Selected gate families:
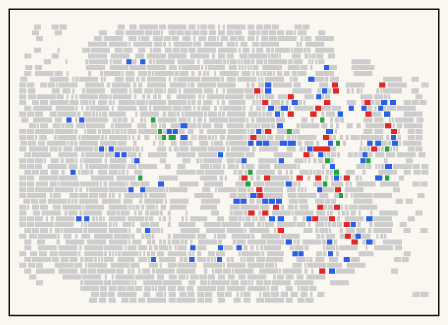
Track usage over the die:
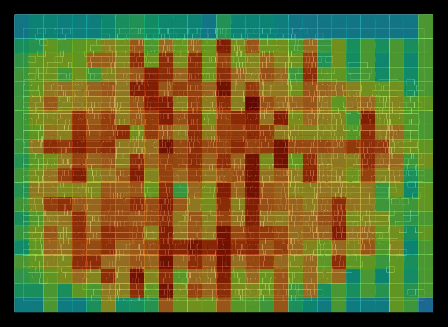
===== config.mk =====
export PLATFORM = sky130hd
export DESIGN_NAME = gnn_readout
export DESIGN_NICKNAME = d
export VERILOG_FILES = /design/src/rtl/gnn_pkg.sv /design/src/rtl/gnn_node_cmp.sv /design/src/rtl/gnn_readout.sv
export SDC_FILE = /design/constraint.sdc
export NUM_CORES = 1
export LEC_CHECK = 0
export CORE_ASPECT_RATIO = 0.7
export CORE_MARGIN = 4
export CORE_UTILIZATION = 54
export DETAILED_ROUTE_END_ITERATION = 6
export PLACE_DENSITY = 0.9
export SLEW_MARGIN = 10
export SYNTH_ARGS = -nofsm -noshare
export SYNTH_HDL_FRONTEND = slang
export SYNTH_SLANG_ARGS = --single-unit

===== constraint.sdc =====
create_clock -name clk -period 14 [get_ports clk]
set_input_delay 2.1 -clock clk [delete_from_list [all_inputs] [get_ports clk]]
set_output_delay 2.1 -clock clk [all_outputs]
set_load 0.1 [all_outputs]

===== src/rtl/gnn_pkg.sv =====
// Shared constants and the readout FSM state type for the GNN readout slice.
package gnn_pkg;

  localparam int NODES  = 4;
  localparam int IN_W   = 21;
  localparam int POOL_W = IN_W + 2;

  typedef enum logic [1:0] {
    ST_IDLE  = 2'd0,
    ST_ACCUM = 2'd1,
    ST_DONE  = 2'd2,
    ST_REARM = 2'd3
  } readout_state_t;

  function automatic logic all_set(input logic [2*NODES-1:0] flags);
    return &flags;
  endfunction

endpackage


===== src/rtl/gnn_node_cmp.sv =====
// Per-node score conditioning (optional ReLU via GNN_READOUT_RELU_EN) and signed class compare.
module gnn_node_cmp #(
  parameter int W = 21
) (
  input  logic signed [W-1:0] score0,
  input  logic signed [W-1:0] score1,
  output logic signed [W-1:0] eff0,
  output logic signed [W-1:0] eff1,
  output logic                gt
);
  import gnn_pkg::*;

  always_comb begin
`ifdef GNN_READOUT_RELU_EN
    eff0 = score0[W-1] ? '0 : score0;
    eff1 = score1[W-1] ? '0 : score1;
`else
    eff0 = score0;
    eff1 = score1;
`endif
    // A tie resolves to class 0.
    gt = (eff1 > eff0);
  end

endmodule


===== src/rtl/gnn_readout.sv =====
// Graph readout: captures four nodes' class scores, classifies each node, sums them into
// graph-level pools over four cycles and hands the result off. Option: GNN_READOUT_RELU_EN.
module gnn_readout #(
  parameter int IN_W   = gnn_pkg::IN_W,
  parameter int POOL_W = IN_W + 2
) (
  input  logic                     clk,
  input  logic                     rst,
  input  logic signed [IN_W-1:0]   out0_node0,
  input  logic signed [IN_W-1:0]   out0_node1,
  input  logic signed [IN_W-1:0]   out0_node2,
  input  logic signed [IN_W-1:0]   out0_node3,
  input  logic signed [IN_W-1:0]   out1_node0,
  input  logic signed [IN_W-1:0]   out1_node1,
  input  logic signed [IN_W-1:0]   out1_node2,
  input  logic signed [IN_W-1:0]   out1_node3,
  input  logic                     out0_ready_node0,
  input  logic                     out0_ready_node1,
  input  logic                     out0_ready_node2,
  input  logic                     out0_ready_node3,
  input  logic                     out1_ready_node0,
  input  logic                     out1_ready_node1,
  input  logic                     out1_ready_node2,
  input  logic                     out1_ready_node3,
  output logic                     class_node0,
  output logic                     class_node1,
  output logic                     class_node2,
  output logic                     class_node3,
  output logic signed [POOL_W-1:0] pool0,
  output logic signed [POOL_W-1:0] pool1,
  output logic                     graph_class,
  output logic                     result_valid,
  input  logic                     result_ready,
  output logic                     busy,
  output logic [1:0]               fsm_state
);
  import gnn_pkg::*;

  // Handshake: result_valid rises when the result is complete and holds, with all result
  // outputs stable, until an edge sees result_valid && result_ready; that edge consumes it.
  // The upstream side is level based: a capture needs all eight ready flags high, and a new
  // capture is only allowed after the flags have been seen low at least once.

  localparam int IDX_W = (NODES > 1) ? $clog2(NODES) : 1;
  localparam logic [IDX_W-1:0] LAST_IDX = IDX_W'(NODES - 1);

  readout_state_t state;
  logic [IDX_W-1:0] idx;
  logic [NODES-1:0] class_q;
  logic [NODES-1:0] gt;
  logic             all_ready;

  logic signed [IN_W-1:0] in0  [NODES];
  logic signed [IN_W-1:0] in1  [NODES];
  logic signed [IN_W-1:0] cap0 [NODES];
  logic signed [IN_W-1:0] cap1 [NODES];
  logic signed [IN_W-1:0] eff0 [NODES];
  logic signed [IN_W-1:0] eff1 [NODES];

  logic signed [IN_W-1:0]   cur0;
  logic signed [IN_W-1:0]   cur1;
  logic signed [POOL_W-1:0] ext0;
  logic signed [POOL_W-1:0] ext1;
  logic signed [POOL_W-1:0] sum0;
  logic signed [POOL_W-1:0] sum1;

  assign in0[0] = out0_node0;
  assign in0[1] = out0_node1;
  assign in0[2] = out0_node2;
  assign in0[3] = out0_node3;
  assign in1[0] = out1_node0;
  assign in1[1] = out1_node1;
  assign in1[2] = out1_node2;
  assign in1[3] = out1_node3;

  assign all_ready = all_set({out0_ready_node3, out0_ready_node2, out0_ready_node1,
                              out0_ready_node0, out1_ready_node3, out1_ready_node2,
                              out1_ready_node1, out1_ready_node0});

  for (genvar k = 0; k < NODES; k++) begin : g_node
    gnn_node_cmp #(.W(IN_W)) u_cmp (
      .score0 (cap0[k]),
      .score1 (cap1[k]),
      .eff0   (eff0[k]),
      .eff1   (eff1[k]),
      .gt     (gt[k])
    );
  end

  // Running sums for the node selected by idx; used on every ACCUM edge.
  always_comb begin
    cur0 = eff0[idx];
    cur1 = eff1[idx];
    ext0 = {{(POOL_W-IN_W){cur0[IN_W-1]}}, cur0};
    ext1 = {{(POOL_W-IN_W){cur1[IN_W-1]}}, cur1};
    sum0 = pool0 + ext0;
    sum1 = pool1 + ext1;
  end

  always_ff @(posedge clk or posedge rst) begin
    if (rst) begin
      state        <= ST_IDLE;
      idx          <= '0;
      class_q      <= '0;
      pool0        <= '0;
      pool1        <= '0;
      graph_class  <= 1'b0;
      result_valid <= 1'b0;
      for (int k = 0; k < NODES; k++) begin
        cap0[k] <= '0;
        cap1[k] <= '0;
      end
    end else begin
      case (state)
        ST_IDLE: begin
          if (all_ready) begin
            for (int k = 0; k < NODES; k++) begin
              cap0[k] <= in0[k];
              cap1[k] <= in1[k];
            end
            pool0 <= '0;
            pool1 <= '0;
            idx   <= '0;
            state <= ST_ACCUM;
          end
        end
        ST_ACCUM: begin
          pool0        <= sum0;
          pool1        <= sum1;
          class_q[idx] <= gt[idx];
          if (idx == LAST_IDX) begin
            graph_class  <= (sum1 > sum0);
            result_valid <= 1'b1;
            state        <= ST_DONE;
          end else begin
            idx <= idx + 1'b1;
          end
        end
        ST_DONE: begin
          if (result_ready) begin
            result_valid <= 1'b0;
            state        <= ST_REARM;
          end
        end
        ST_REARM: begin
          // Wait for upstream to drop its flags so the same result is not captured twice.
          if (!all_ready) begin
            state <= ST_IDLE;
          end
        end
        default: state <= ST_IDLE;
      endcase
    end
  end

  assign busy        = (state != ST_IDLE);
  assign fsm_state   = state;
  assign class_node0 = class_q[0];
  assign class_node1 = class_q[1];
  assign class_node2 = class_q[2];
  assign class_node3 = class_q[3];

endmodule


==> results.ini <==
[finish]
n_all_buffers=240
largest_class=combinational gates
nonClkBufAreaFrac_pct=13.7

[logic_synthesis]
netlist_area_mm2=0.0140
synthCells=1334
enable_flop_cells=0

[power]
seqPwrFrac_pct=24.6

[routing]
met2_length_um=19100
met1_length_um=17700
ant_nets=0
first_iter_violations=1379

[placed_design]
dp_slack_ps=8300

[die]
die_y_um=143

[critical_path]
crit_buf_inv=1
crit_start=idx[0]
cp_cell_sequence=buf_4, mux4_2, ha_1, a211oi_1, nor2_1, o31ai_1, a31oi_1, a21o_1, a21oi_1, o21bai_1, a21o_1, xor2_1, ha_1, nand4_1, nor2_1, a221oi_1, nand4b_1, o21ai_1, o311ai_1

[timing]
fmax_ghz=0.169
tightest_slew_ps=1210
setup_viol=0
max_slew_margin_pct=19.5

[outcome]
status=finished clean

[clocking]
cts_resized=0
clk_latency_ps=530

Back to the opening pictures, 'selected gate families':
Key: blue = non-inverting ao/oa cells [cells 89]; red = xor and xnor cells [cells 40]; green = and/or cells [cells 17]
Non-Filler Instances: 1,896
Commonest Layout Cell: clkdlybuf4s50_1
logic share of the area: 44.2%

Back to the opening pictures, 'track usage over the die':
Final Core Density: 70.1%
wire length per cell: 23.0 um

